Figure 1. Cell sizes after repair (run 1).
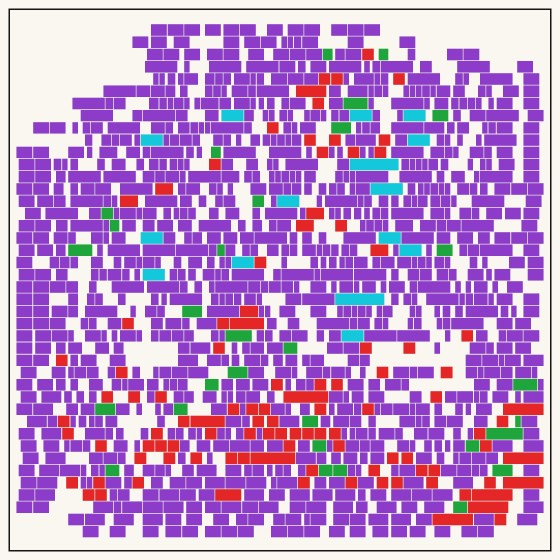
Figure 2. Signal wires by layer (run 1).
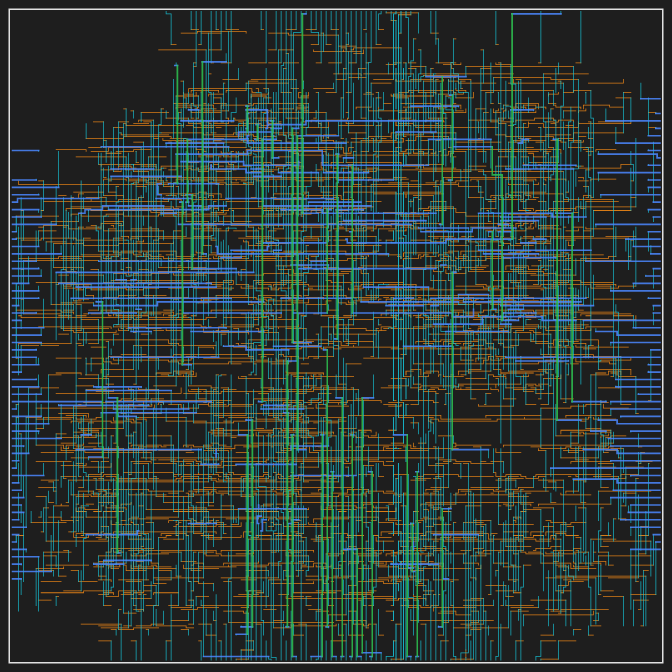
Figure 3. Cell outlines without signal wires (run 1).
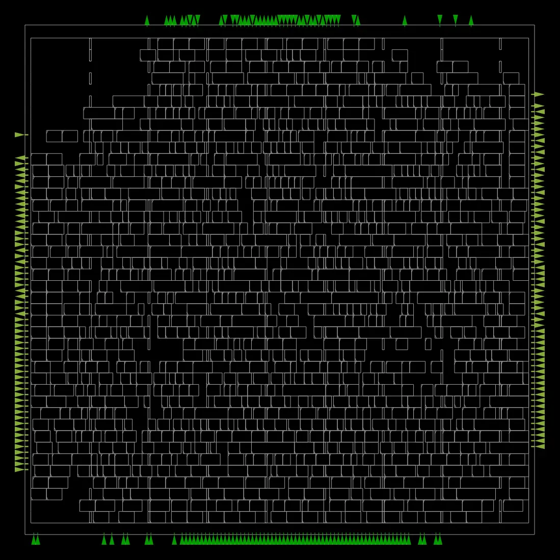
Figure 4. Cells colored by class (run 1).
Fill, decap, tap and diode cells in gray.
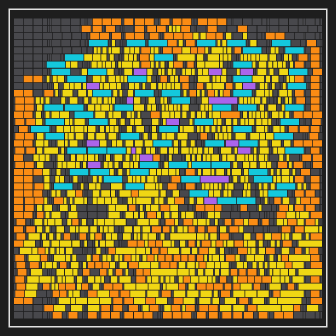
**src/rtl/f_pc_gen_if.sv**
```systemverilog
// Instruction-memory fetch port between the PC generator and imem.
// Handshake: imem_req is held high with a stable imem_addr until the cycle
// imem_ack is sampled high; that cycle completes the fetch of imem_addr.
// The memory may only assert imem_ack while imem_req is high.
interface f_pc_gen_if;
  logic        imem_req;
  logic [31:0] imem_addr;
  logic        imem_ack;

  modport master (output imem_req, output imem_addr, input imem_ack);
  modport slave  (input imem_req, input imem_addr, output imem_ack);
endinterface

```
**src/rtl/f_pc_gen.sv**
```systemverilog
// Fetch-stage PC generator for the 5-stage MIPS pipeline.
// Holds the fetch PC, drives the imem request port and picks the next PC
// from sequential flow, D-stage redirects, exception entry and eret.
// A redirect arriving while the delay-slot fetch still waits on memory is
// parked in pend_tgt (state PEND) and applied when that fetch completes.
module f_pc_gen #(
  parameter logic [31:0] RESET_PC = 32'h0000_3000,
  parameter logic [31:0] EXC_VEC  = 32'h0000_4180
) (
  input  logic        clk,
  input  logic        reset,
  input  logic        F_stall,
  f_pc_gen_if.master  imem,
  output logic [31:0] F_pc,
  output logic        F_valid,
  output logic        F_adel,
  input  logic        D_valid,
  input  logic [31:0] D_pc,
  input  logic [31:0] D_immExt,
  input  logic [25:0] D_instrIndex,
  input  logic [31:0] D_regJr,
  input  logic        D_branch,
  input  logic        D_B_judge,
  input  logic        D_jump,
  input  logic        D_jr,
  input  logic        exc_req,
  input  logic        eret,
  input  logic [31:0] epc,
  output logic [1:0]  dbg_state
);

  typedef enum logic [1:0] {
    BOOT = 2'd0,
    RUN  = 2'd1,
    PEND = 2'd2
  } state_t;

  state_t      state_q, state_d;
  logic [31:0] pc_q, pc_d;
  logic [31:0] pend_tgt_q, pend_tgt_d;

  logic        fd;
  logic        redir_en;
  logic [31:0] redir_tgt;
  logic        req;
  logic        adel;

  // State register: fetch PC, parked redirect target and FSM state.
  always_ff @(posedge clk) begin
    if (reset) begin
      state_q    <= BOOT;
      pc_q       <= RESET_PC;
      pend_tgt_q <= 32'h0;
    end else begin
      state_q    <= state_d;
      pc_q       <= pc_d;
      pend_tgt_q <= pend_tgt_d;
    end
  end

  // Redirect decode: a stalled D re-presents its redirect, so it only counts unstalled.
  always_comb begin
    redir_en  = D_valid & ~F_stall & (D_jr | D_jump | (D_branch & D_B_judge));
    redir_tgt = D_pc + 32'd4 + {D_immExt[29:0], 2'b00};
    if (D_jr) begin
      redir_tgt = D_regJr;
    end else if (D_jump) begin
      redir_tgt = {D_pc[31:28], D_instrIndex, 2'b00};
    end
  end

  // Next-state logic: exception > eret > stall > redirect/pending > sequential.
  always_comb begin
    state_d    = state_q;
    pc_d       = pc_q;
    pend_tgt_d = pend_tgt_q;
    if (exc_req) begin
      pc_d    = EXC_VEC;
      state_d = RUN;
    end else if (eret) begin
      pc_d    = epc;
      state_d = RUN;
    end else if (!F_stall) begin
      case (state_q)
        BOOT: state_d = RUN;
        RUN: begin
          if (redir_en) begin
            if (fd) begin
              pc_d = redir_tgt;
            end else begin
              pend_tgt_d = redir_tgt;
              state_d    = PEND;
            end
          end else if (fd) begin
            pc_d = pc_q + 32'd4;
          end
        end
        PEND: begin
          // A redirect here should not happen (D holds a bubble); if it does, it wins.
          if (redir_en) begin
            pend_tgt_d = redir_tgt;
          end
          if (fd) begin
            pc_d    = redir_en ? redir_tgt : pend_tgt_q;
            state_d = RUN;
          end
        end
        default: state_d = BOOT;
      endcase
    end
  end

  // Outputs: a misaligned PC issues no request and completes at once as a faulting slot.
  always_comb begin
    adel    = (pc_q[1:0] != 2'b00) & (state_q != BOOT);
    req     = (state_q != BOOT) & ~adel;
    fd      = (imem.imem_ack & req) | adel;
    F_valid = fd & ~F_stall;
  end

  assign F_adel         = adel;
  assign imem.imem_req  = req;
  assign imem.imem_addr = pc_q;
  assign F_pc           = pc_q;
  assign dbg_state      = state_q;

endmodule

```
**src/flat_wrapper.sv**
```systemverilog
// flat-port wrapper written by rule: the top's interface ports become plain ports
module f_pc_gen_flat 
#(
  parameter logic [31:0] RESET_PC = 32'h0000_3000,
  parameter logic [31:0] EXC_VEC  = 32'h0000_4180
)
  (clk, reset, F_stall, F_pc, F_valid, F_adel, D_valid, D_pc, D_immExt, D_instrIndex, D_regJr, D_branch, D_B_judge, D_jump, D_jr, exc_req, eret, epc, dbg_state, imem_imem_req, imem_imem_addr, imem_imem_ack);
  f_pc_gen_if imem_i ();
  input  logic clk;
  input  logic reset;
  input  logic F_stall;
  output logic [31:0] F_pc;
  output logic F_valid;
  output logic F_adel;
  input  logic D_valid;
  input  logic [31:0] D_pc;
  input  logic [31:0] D_immExt;
  input  logic [25:0] D_instrIndex;
  input  logic [31:0] D_regJr;
  input  logic D_branch;
  input  logic D_B_judge;
  input  logic D_jump;
  input  logic D_jr;
  input  logic exc_req;
  input  logic eret;
  input  logic [31:0] epc;
  output logic [1:0] dbg_state;
  output wire logic [$bits(imem_i.imem_req)-1:0] imem_imem_req;
  output wire logic [$bits(imem_i.imem_addr)-1:0] imem_imem_addr;
  input wire logic [$bits(imem_i.imem_ack)-1:0] imem_imem_ack;
  assign imem_imem_req = imem_i.imem_req;
  assign imem_imem_addr = imem_i.imem_addr;
  assign imem_i.imem_ack = imem_imem_ack;
  f_pc_gen #(.RESET_PC(RESET_PC), .EXC_VEC(EXC_VEC)) u_core (.clk(clk), .reset(reset), .F_stall(F_stall), .imem(imem_i), .F_pc(F_pc), .F_valid(F_valid), .F_adel(F_adel), .D_valid(D_valid), .D_pc(D_pc), .D_immExt(D_immExt), .D_instrIndex(D_instrIndex), .D_regJr(D_regJr), .D_branch(D_branch), .D_B_judge(D_B_judge), .D_jump(D_jump), .D_jr(D_jr), .exc_req(exc_req), .eret(eret), .epc(epc), .dbg_state(dbg_state));
endmodule
```
**config.mk**
```make
export PLATFORM = sky130hd
export DESIGN_NAME = f_pc_gen_flat
export DESIGN_NICKNAME = d
export VERILOG_FILES = /design/src/rtl/f_pc_gen_if.sv /design/src/rtl/f_pc_gen.sv /design/src/flat_wrapper.sv
export SDC_FILE = /design/constraint.sdc
export NUM_CORES = 1
export LEC_CHECK = 0
export CORE_UTILIZATION = 48
export CTS_BUF_LIST = sky130_fd_sc_hd__clkbuf_8
export CTS_CLUSTER_SIZE = 16
export DETAILED_ROUTE_END_ITERATION = 8
export PLACE_DENSITY = 0.84
export SETUP_SLACK_MARGIN = 0.05
export SLEW_MARGIN = 20
export SYNTH_ARGS = -nofsm -noshare
export SYNTH_HDL_FRONTEND = slang
export SYNTH_SLANG_ARGS = --single-unit
```
**constraint.sdc**
```tcl
create_clock -name clk -period 3.8 [get_ports clk]
set_clock_uncertainty 0.2 [all_clocks]
set_input_delay 0.76 -clock clk [delete_from_list [all_inputs] [get_ports clk]]
set_output_delay 0.76 -clock clk [all_outputs]
set_load 0.02 [all_outputs]
```
==> results.py, run 1 <==
# Synthesis and PnR figures
metrics = {
    "power_and_ir_drop": {
        "p_int_mw": 1.727,
        "comb-power_mw": 1.14,
        "p_sw_mw": 0.8871,
        "peakVddDrop_uv": 141.1,
        "seqPwrFrac_pct": 29.0,
        "largestPowerGroup": "combinational cells",
        "power_density_nw_per_um2": 265.4,
        "power_switching_share_pct": 33.94,
        "powerClk_mw": 0.710,
    },
    "worst_setup_path": {
        "cp-startpoint": "D_pc[15]",
        "r2r_slack_ns": 0.86,
        "rr_startpoint": "u_core.dbg_state[0]$_SDFFE_PP0P_",
        "worstSetupPathType": "primary input to flop",
        "arrival_ns": 3.70,
        "regToRegEndpoint": "u_core.F_pc[17]$_SDFFE_PP0P_",
        "required_ns": 3.83,
        "crit_fanout": 4,
    },
    "finish": {
        "final_area_um2": 9849,
        "final_cell_mix": "227 x clkdlybuf4s50_1, 100 x a21oi_1, 97 x nor2_1",
        "final_common_cell": "clkdlybuf4s50_1",
    },
    "grt": {
        "met1_usage_pct": 38.11,
        "grt_pass1_vias": 7572,
        "grt_use_met2_pct": 53.27,
        "grt_util_all_layers_pct": 32.05,
        "grt_start_max_net_pins": 51,
        "use_met3_pct": 5.989,
        "grt_pass1_wl_mm": 36.71,
    },
    "synth": {
        "adder_share_pct": 11.90,
        "topCellsByArea": "dfxtp_1 20%, ha_1 12%, a21oi_1 7.9%",
        "compound_area_share_pct": 28.69,
        "edf_count": 0,
        "top_area_cell": "dfxtp_1",
        "synth_nets": 1149,
        "mux_share_pct": 2.394,
        "ys_async_sr_fraction_pct": 0,
        "syn_area_um2": 6689,
        "yosysWarnings": 0,
        "ys.flops": 66,
        "syn_inst": 921,
        "synth_cell_types": 70,
        "simple_gate_share_pct": 23.06,
        "top_area_share_pct": 19.75,
        "ys_area_um2": 6689,
        "logic_family": "AND-OR/OR-AND gates",
    },
    "routing": {
        "wl_met1_mm": 9.020,
        "detail-route-antenna-nets": 0,
        "dr.first_iter.drc_count": 862,
        "wl_per_cell_um": 17.65,
        "post-route-drc-count": 0,
        "routed_wl_mm": 23.72,
        "vias": 8011,
        "top_layer_used": "met4",
        "met2_wirelength_mm": 11.11,
        "met3_length_mm": 2.301,
        "drt_first_pass_iters": 6,
    },
    "floorplan": {
        "die-area_um2": 14410,
        "ioPinCount": 234,
        "die_y_um": 120.0,
        "die_x_um": 120.0,
    },
    "sta": {
        "worstMarginPinSlew_ns": 0.7066,
        "finalCritPeriodShare_pct": 96.59,
        "slew_viol_final": 0,
        "finalHoldViolations": 0,
        "slew_headroom_pct": 52.72,
        "holdWs_ns": 0.2529,
    },
    "placement": {
        "gp_congestion": 0.9135,
        "dp_slack_ns": -0.3673,
        "dpl_cell_area_um2": 9363,
        "io_buffers": 231,
    },
    "run": {
        "cap_violations": 0,
        "warning_count": 31,
    },
    "clock_network": {
        "clkSinkCount": 66,
        "root_buffer": "clkbuf_8",
        "cts_buffers": 9,
        "cts.htree.levels": 3,
    },
    "hold_path": {
        "min_from": "u_core.pend_tgt_q[16]$_SDFFE_PP0P_",
        "hold_path.class": "flop to flop",
    },
    "run_status": {
        "status": "finished, final reports clean",
    },
}
About Figure 1:
legend:
  _3 and _4 cells:
    color: red
    cells: 102
  _6 and larger:
    color: cyan
    cells: 15
  _2 cells:
    color: green
    cells: 30
  _0 and _1 cells:
    color: purple
    cells: 1020

About Figure 2:
legend:
  metal 2:
    color: cyan
    wire_length: 11100 um
  metal 1:
    color: orange
    wire_length: 9020 um
  metal 4:
    color: green
    wire_length: 1280 um
  metal 3:
    color: blue
    wire_length: 2300 um

About Figure 3:
num sequential: 66
final core occ: 73.50%
Tapcells: 176
row count: 42
flop share of the area: 13.41%

About Figure 4:
legend:
  flops:
    color: cyan
    cells: 66
    share_of_their_area: 14%
  other buffers and delay cells:
    color: orange
    cells: 315
    share_of_their_area: 31%
  combinational and other logic:
    color: yellow
    cells: 770
    share_of_their_area: 53%
  clock drivers and dummy loads:
    color: purple
    cells: 16
    share_of_their_area: 2.5%

[run 1: worst max path at each step]
stage                                         end  slack, ns  depth (start not counted)
2_1_floorplan        u_core.F_pc[31]$_SDFFE_PP0P_       0.19                         12
3_3_place_gp         u_core.F_pc[22]$_SDFFE_PP0P_      -0.31                         12
3_5_place_dp         u_core.F_pc[22]$_SDFFE_PP0P_      -0.37                         12
4_1_cts        u_core.pend_tgt_q[18]$_SDFFE_PP0P_       0.06                         14
5_1_grt        u_core.pend_tgt_q[31]$_SDFFE_PP0P_     -0.003                         14
6_report       u_core.pend_tgt_q[31]$_SDFFE_PP0P_       0.13                         14
[run 1: timing repair]
item,in CTS,in global routing
gates resized,4,40
endpoints found under the setup margin,10,35
endpoints found under the hold margin,0,0
setup buffers,2,2
pin swaps,3,18
hold buffers,0,0
[run 1: layout make-up]
class / count / area, um2
Multi-Input combinational cell: 754 / 5042
Fill cell: 1054 / 3551
Timing Repair Buffer: 315 / 2965
Sequential cell: 66 / 1321
Tap cell: 176 / 220.2
Clock buffer: 12 / 165.2
Clock inverter: 4 / 72.57
Inverter: 16 / 60.06
Antenna cell: 1 / 2.502
[run 1: flip-flops by register name, indices dropped and copies added (netlist names), named ones only]
signal and flops:
u_core.dbg_state 2, u_core.pend_tgt_q 32, u_core.F_pc 30
[run 1: stage by stage]
step,setup TNS (ns),cells
floorplan,0,921
global placement,-6.923,1323
detailed placement,-8.895,1323
CTS,0,1341
global route,-0.002852,1344
finish,0,1344
[run 1: worst max-delay path, cell delays in order]
cell,delay [ns]
clkdlybuf4s50_1,0.43
ha_1,0.32
ha_1,0.32
buf_4,0.14
nand2_1,0.06
o21a_1,0.22
and2_1,0.18
a2111oi_4,0.42
o31ai_2,0.15
buf_4,0.16
nor4_2,0.26
a41oi_2,0.07
nand3_1,0.13
a21oi_1,0.06
Figure 5. Wires at chosen ports, followed through buffers (run 1).
Bar = 20 um.
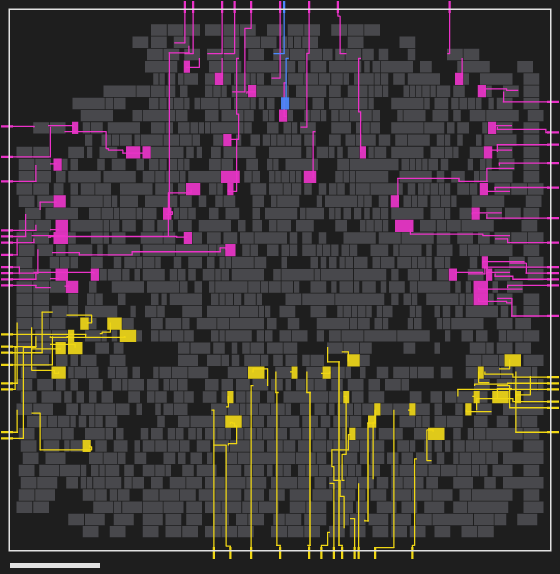

==> run 1 -> run 2 <==
- MAX_ROUTING_LAYER: default -> met4
- REMOVE_ABC_BUFFERS: default -> 1
Figure 6. Wires at chosen ports, followed through buffers (run 2).
Bar = 20 um.
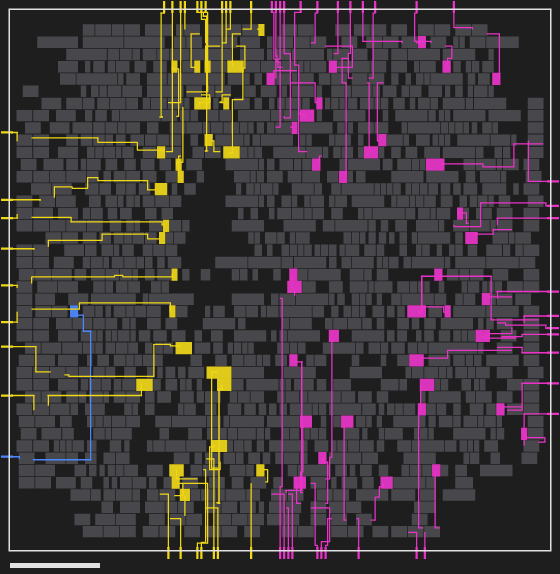
legend:
  epc:
    color: magenta
    bits: 32
    direction: input
    edge: 12 top, 10 right, 10 bottom
    end_cells: 36
    buffers: 32
    wire: 946 um
  D_instrIndex:
    color: yellow
    bits: 26
    direction: input
    edge: 11 top, 8 left, 7 bottom
    end_cells: 26
    buffers: 26
    wire: 781 um
  D_B_judge:
    color: blue
    bits: 1
    direction: input
    edge: left
    end_cells: 1
    buffers: 1
    wire: 50.5 um

==> results.py, run 2 <==
# Synthesis and PnR figures
metrics = {
    "routing": {
        "routed_wl_mm": 23.69,
        "dr.first_iter.drc_count": 792,
        "viasPerCell": 6.012,
        "met2_wirelength_mm": 11.38,
        "wl_met1_mm": 9.289,
        "top_layer_used": "met4",
        "detail-route-antenna-nets": 0,
        "drt_first_pass_iters": 8,
        "post-route-drc-count": 0,
        "vias": 8152,
        "met3_length_mm": 2.243,
        "wl_per_cell_um": 17.47,
    },
    "power_and_ir_drop": {
        "peakVddDrop_uv": 187.7,
        "comb-power_mw": 1.17,
        "p_int_mw": 1.613,
        "seqPwrFrac_pct": 30.3,
        "powerClk_mw": 0.575,
        "power_density_nw_per_um2": 252.7,
        "total_power_mw": 2.501,
        "leakage_nw": 3.856,
        "largestPowerGroup": "combinational cells",
        "p_sw_mw": 0.8883,
        "power_switching_share_pct": 35.51,
    },
    "grt": {
        "grt_start_max_net_pins": 57,
        "met1_usage_pct": 40.98,
        "grt_util_all_layers_pct": 32.54,
        "grt_use_met2_pct": 53.09,
        "grt_pass1_vias": 7419,
        "use_met3_pct": 3.279,
        "grt_pass1_wl_mm": 36.34,
    },
    "synth": {
        "ys_sh_xor_pct": 6.023,
        "topCellsByArea": "dfxtp_1 20%, ha_1 12%, a21oi_1 7.9%",
        "mux_share_pct": 2.394,
        "synth_area_per_cell_um2": 7.263,
        "yosysMostFrequentCell": "a21oi_1",
        "yosysWarnings": 0,
        "syn_inst": 921,
        "logic_family": "AND-OR/OR-AND gates",
        "ys_area_um2": 6689,
        "top_area_share_pct": 19.75,
        "ys.flops": 66,
        "simple_gate_share_pct": 23.06,
        "compound_area_share_pct": 28.69,
        "edf_count": 0,
        "synth_cell_types": 70,
        "flop_cell": "dfxtp_1",
        "top_area_cell": "dfxtp_1",
        "adder_share_pct": 11.90,
        "postSynthSeqShare_pct": 19.75,
        "ys_async_sr_fraction_pct": 0,
        "syn_area_um2": 6689,
    },
    "floorplan": {
        "die_y_um": 120.0,
        "die-area_um2": 14410,
        "ioPinCount": 234,
        "row_count": 42,
        "fp_util_pct": 49.92,
        "die_x_um": 120.0,
    },
    "placement": {
        "dp_slack_ns": -0.5028,
        "dpl_cell_area_um2": 9468,
        "gp_congestion": 0.9119,
        "io_buffers": 231,
        "placed_cells": 1336,
    },
    "sta": {
        "setup_viol_count_final": 0,
        "slew_viol_final": 0,
        "finalHoldViolations": 0,
        "holdWs_ns": 0.2554,
        "fin_crit_ns": 3.681,
        "slew_headroom_pct": 56.08,
        "fin_tns_setup_ns": 0,
        "finalCritPeriodShare_pct": 96.86,
        "grt_setup_unrepaired": "yes",
        "worstMarginPinSlew_ns": 0.6588,
    },
    "finish": {
        "final_area_um2": 9899,
        "final_cell_mix": "225 x clkdlybuf4s50_1, 100 x a21oi_1, 96 x nor2_1",
        "antenna_cells": 0,
        "final_common_cell": "clkdlybuf4s50_1",
        "largest_reg_flops": 32,
        "largest_register": "u_core.pend_tgt_q",
        "combGateArea_um2": 5050,
        "final-seq-area_um2": 1321,
    },
    "clock_network": {
        "cts.htree.levels": 3,
        "ctsHoldBuffers": 0,
        "cts_buffers": 9,
        "post-cts-setup-buffers": 2,
        "insertion_delay_ns": 0.37,
        "root_buffer": "clkbuf_8",
        "clkSinkCount": 66,
        "cts_repair_resize_count": 12,
    },
    "worst_setup_path": {
        "r2r_slack_ns": 0.95,
        "crit_fanout": 3,
        "rr_startpoint": "u_core.dbg_state[0]$_SDFFE_PP0P_",
        "arrival_ns": 3.78,
        "required_ns": 3.90,
        "worstSetupPathType": "primary input to flop",
        "startpoint_type": "primary input",
        "regToRegEndpoint": "u_core.F_pc[11]$_SDFFE_PP0P_",
        "cp-end-kind": "flop",
    },
    "run_status": {
        "status": "finished, final reports clean",
    },
    "run": {
        "cap_violations": 0,
        "warning_count": 32,
    },
    "hold_path": {
        "whs_endpoint": "u_core.pend_tgt_q[29]$_SDFFE_PP0P_",
        "min_from": "u_core.pend_tgt_q[29]$_SDFFE_PP0P_",
        "worstHoldPathCells": 2,
        "hold_path.class": "flop to flop",
    },
}
Figure 7. Cell outlines without signal wires (run 2).
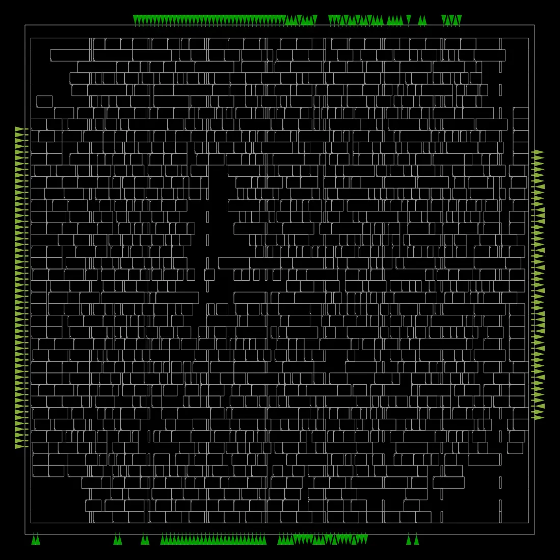
Cell Count, Final, Fillers Out: 1356
final core occ: 73.87%
FILL cells: 1035
Core Region: 13400 um2

==> run 2: cell counts after synthesis <==
Identical to the previous run, type by type.
==> run 2: cells by family (layout without fill, tap and decap cells) <==
kind of cell,Yosys count,count (layout)
AND-OR/OR-AND,308,308
XOR/XNOR,46,46
adder cells (fa/ha/maj),63,63
buffers and inverters,101,360
flip-flops,66,66
multiplexers,16,16
AND/OR/NAND/NOR,321,321
==> run 2: worst max-delay path, stage by stage <==
cell and delay (ns):
clkdlybuf4s50_1 0.53, ha_4 0.23, ha_4 0.27, a21oi_2 0.06
o211ai_1 0.32, a21oi_1 0.13, buf_4 0.17, a2111oi_4 0.46
o31ai_4 0.10, and3_4 0.20, nor4_4 0.28, nand3_1 0.14
a21oi_2 0.13
==> run 2: how the worst max path moves through the flow <==
stage / to / from / slack, ns
floorplan: u_core.F_pc[30]$_SDFFE_PP0P_ / u_core.dbg_state[1]$_SDFFE_PP0P_ / -1.35
global placement: u_core.pend_tgt_q[23]$_SDFFE_PP0P_ / D_pc[3] / -0.41
detailed placement: u_core.pend_tgt_q[23]$_SDFFE_PP0P_ / D_pc[3] / -0.50
CTS: u_core.pend_tgt_q[23]$_SDFFE_PP0P_ / D_pc[3] / 0.03
global route: u_core.F_pc[16]$_SDFFE_PP0P_ / D_pc[4] / -0.01
finish: u_core.pend_tgt_q[31]$_SDFFE_PP0P_ / D_pc[5] / 0.12
==> run 2: layout make-up <==
class	count	share of cell area [%]
Inverter	16	0.6067
Multi-Input combinational cell	754	51.01
Tap cell	176	2.224
Clock inverter	7	0.5561
Timing Repair Buffer	328	31.00
Clock buffer	9	1.251
Sequential cell	66	13.35
==> run 2 -> run 3 <==
- ABC_AREA: default -> 0
Figure 8. Signal wires by layer (run 3).
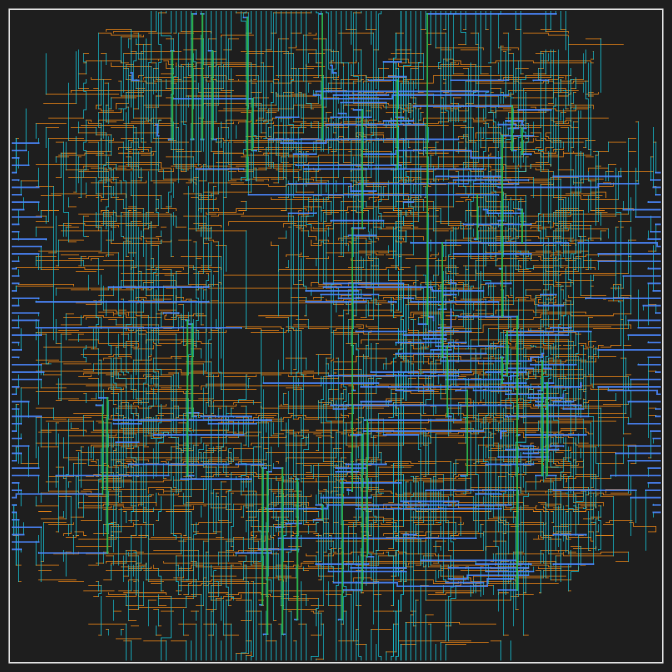
legend:
  metal 3:
    color: blue
    wire_length: 2240 um
  metal 1:
    color: orange
    wire_length: 9290 um
  metal 2:
    color: cyan
    wire_length: 11400 um
  metal 4:
    color: green
    wire_length: 780 um

==> results.py, run 3 <==
# Synthesis and PnR figures
metrics = {
    "run_status": {
        "status": "finished, final reports clean",
    },
    "sta": {
        "worstMarginPinSlew_ns": 0.6588,
        "setup_slack_ns": 0.1192,
        "finalHoldViolations": 0,
        "fin_crit_ns": 3.681,
        "fin_tns_setup_ns": 0,
        "slew_viol_final": 0,
        "grt_setup_unrepaired": "yes",
        "setup_viol_count_final": 0,
        "slew_headroom_pct": 56.08,
        "finalCritPeriodShare_pct": 96.86,
        "fmax_mhz": 271.7,
        "holdWs_ns": 0.2554,
    },
    "worst_setup_path": {
        "crit_family": "AND-OR/OR-AND gates",
        "required_ns": 3.90,
        "cp-end-kind": "flop",
        "cp-startpoint": "D_pc[5]",
        "worstSetupPathType": "primary input to flop",
        "worstSetupPathDepth": 13,
        "arrival_ns": 3.78,
        "crit_end": "u_core.pend_tgt_q[31]$_SDFFE_PP0P_",
        "crit_fanout": 3,
        "crit_buf_inv": 2,
        "r2r_cells": 8,
        "path_cells": "clkdlybuf4s50_1, ha_4, ha_4, a21oi_2, o211ai_1, a21oi_1, buf_4, a2111oi_4, o31ai_4, and3_4, nor4_4, nand3_1, a21oi_2",
        "r2r_slack_ns": 0.95,
        "slowest_stage": "clkdlybuf4s50_1",
        "crit_path_max_incr_delay_ns": 0.53,
        "regToRegEndpoint": "u_core.F_pc[11]$_SDFFE_PP0P_",
        "startpoint_type": "primary input",
        "rr_startpoint": "u_core.dbg_state[0]$_SDFFE_PP0P_",
    },
    "placement": {
        "io_buffers": 231,
        "dp_slack_ns": -0.5028,
        "post-dp-hpwl_mm": 17.63,
        "gp_congestion": 0.9119,
        "placed_cells": 1336,
        "dpl_cell_area_um2": 9468,
    },
    "finish": {
        "largest_register": "u_core.pend_tgt_q",
        "areaGrowthSynthToFinish_pct": 48.00,
        "final_util_pct": 73.87,
        "stdcell_count": 1356,
        "largest_reg_flops": 32,
        "antenna_cells": 0,
        "drive_above_1_share_pct": 13.39,
        "final_common_cell": "clkdlybuf4s50_1",
        "final_cell_mix": "225 x clkdlybuf4s50_1, 100 x a21oi_1, 96 x nor2_1",
        "fill_cells": 1035,
        "final_area_um2": 9899,
        "final_nets": 1403,
    },
    "synth": {
        "syn_inst": 921,
        "top_area_cell": "dfxtp_1",
        "ys.flops": 66,
        "postSynthSeqShare_pct": 19.75,
        "yosysMostFrequentCell": "a21oi_1",
        "synth_area_per_cell_um2": 7.263,
        "ys_area_um2": 6689,
        "yosysWarnings": 0,
        "synth_cell_types": 70,
        "edf_count": 0,
        "topCellsByArea": "dfxtp_1 20%, ha_1 12%, a21oi_1 7.9%",
        "top_area_share_pct": 19.75,
        "flop_cell": "dfxtp_1",
        "ys_top_cells_by_count": "106 x a21oi_1, 97 x nor2_1, 93 x nand2_1",
        "syn_area_um2": 6689,
        "ys_async_sr_fraction_pct": 0,
        "synth_stat.cells": 921,
    },
    "power_and_ir_drop": {
        "leakage_nw": 3.856,
        "total_power_mw": 2.501,
        "peakVddDrop_uv": 187.7,
        "power_density_nw_per_um2": 252.7,
    },
    "clock_network": {
        "cts_repair_resize_count": 12,
        "clkSinkCount": 66,
        "cts_tree": "yes",
        "ctsHoldBuffers": 0,
        "clk_path_buf_depth": 2,
        "cts_buffers": 9,
        "insertion_delay_ns": 0.37,
        "cts.htree.levels": 3,
        "root_buffer": "clkbuf_8",
        "post-cts-setup-buffers": 2,
        "clk_pin_slew_ns": 0.08,
    },
    "routing": {
        "drt_first_pass_iters": 8,
        "post-route-drc-count": 0,
        "vias": 8152,
        "routed_wl_mm": 23.69,
        "detail-route-antenna-nets": 0,
        "top_layer_used": "met4",
        "wl_met1_mm": 9.289,
        "viasPerCell": 6.012,
        "wl_per_cell_um": 17.47,
        "met2_wirelength_mm": 11.38,
        "met3_length_mm": 2.243,
        "dr.first_iter.drc_count": 792,
    },
    "run": {
        "cap_violations": 0,
        "warning_count": 32,
    },
    "grt": {
        "grt_pass1_vias": 7419,
        "grt_use_met2_pct": 53.09,
        "use_met3_pct": 3.279,
        "met1_usage_pct": 40.98,
        "grt_pass1_wl_mm": 36.34,
        "grt-ovfl-total": 0,
        "grt.busiest_layer": "met2",
        "antenna_found_initial": 0,
        "grt_util_all_layers_pct": 32.54,
        "grt_start_max_net_pins": 57,
    },
    "floorplan": {
        "row_count": 42,
        "ioPinCount": 234,
        "die_y_um": 120.0,
        "design.core.area_um2": 13400,
        "fp_util_pct": 49.92,
        "die_x_um": 120.0,
        "die-area_um2": 14410,
    },
    "hold_path": {
        "hold_path.class": "flop to flop",
        "worstHoldPathCells": 2,
    },
}
Figure 9. Cells colored by class (run 3).
Fill, decap, tap and diode cells in gray.
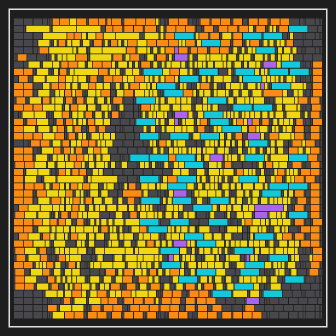
legend:
  clock drivers and dummy loads:
    color: purple
    cells: 16
    share_of_their_area: 1.8%
  combinational and other logic:
    color: yellow
    cells: 770
    share_of_their_area: 53%
  other buffers and delay cells:
    color: orange
    cells: 328
    share_of_their_area: 32%
  flops:
    color: cyan
    cells: 66
    share_of_their_area: 14%

## run 3: how the worst min path moves through the flow
| stage | start | endpoint | slack, ns |
|---|---|---|---|
| after floorplan | u_core.pend_tgt_q[29]$_SDFFE_PP0P_ | u_core.pend_tgt_q[29]$_SDFFE_PP0P_ | 0.22 |
| after global placement | u_core.pend_tgt_q[29]$_SDFFE_PP0P_ | u_core.pend_tgt_q[29]$_SDFFE_PP0P_ | 0.23 |
| after detailed placement | u_core.pend_tgt_q[29]$_SDFFE_PP0P_ | u_core.pend_tgt_q[29]$_SDFFE_PP0P_ | 0.24 |
| after CTS | u_core.pend_tgt_q[29]$_SDFFE_PP0P_ | u_core.pend_tgt_q[29]$_SDFFE_PP0P_ | 0.25 |
| after global routing | u_core.pend_tgt_q[29]$_SDFFE_PP0P_ | u_core.pend_tgt_q[29]$_SDFFE_PP0P_ | 0.27 |
| final | u_core.pend_tgt_q[29]$_SDFFE_PP0P_ | u_core.pend_tgt_q[29]$_SDFFE_PP0P_ | 0.26 |
## run 3: power breakdown
part / total (mW) / switching, mW / internal (mW)
clock: 0.575 / 0.283 / 0.291
sequential: 0.757 / 0.0393 / 0.717
combinational: 1.17 / 0.566 / 0.604
## run 3: cells by family after synthesis
| family | after synthesis | share of synthesized area, % |
|---|---|---|
| fa+ha+maj | 63 | 11.90 |
| buf+inv | 101 | 8.174 |
| flops | 66 | 19.75 |
| xor+xnor | 46 | 6.023 |
| simple gates | 321 | 23.06 |
| mux | 16 | 2.394 |
| compound gates | 308 | 28.69 |
## run 3: layout make-up
type                       instances  area (um2)  share of cell area (%)
timing repair buffer             328        3069                   31.00
clock inverter                     7       55.05                  0.5561
sequential                        66        1321                   13.35
multi-input combinational        754        5050                   51.01
clock buffer                       9       123.9                   1.251
inverter                          16       60.06                  0.6067
tap                              176       220.2                   2.224
Power is estimated from default activity; no workload was simulated.
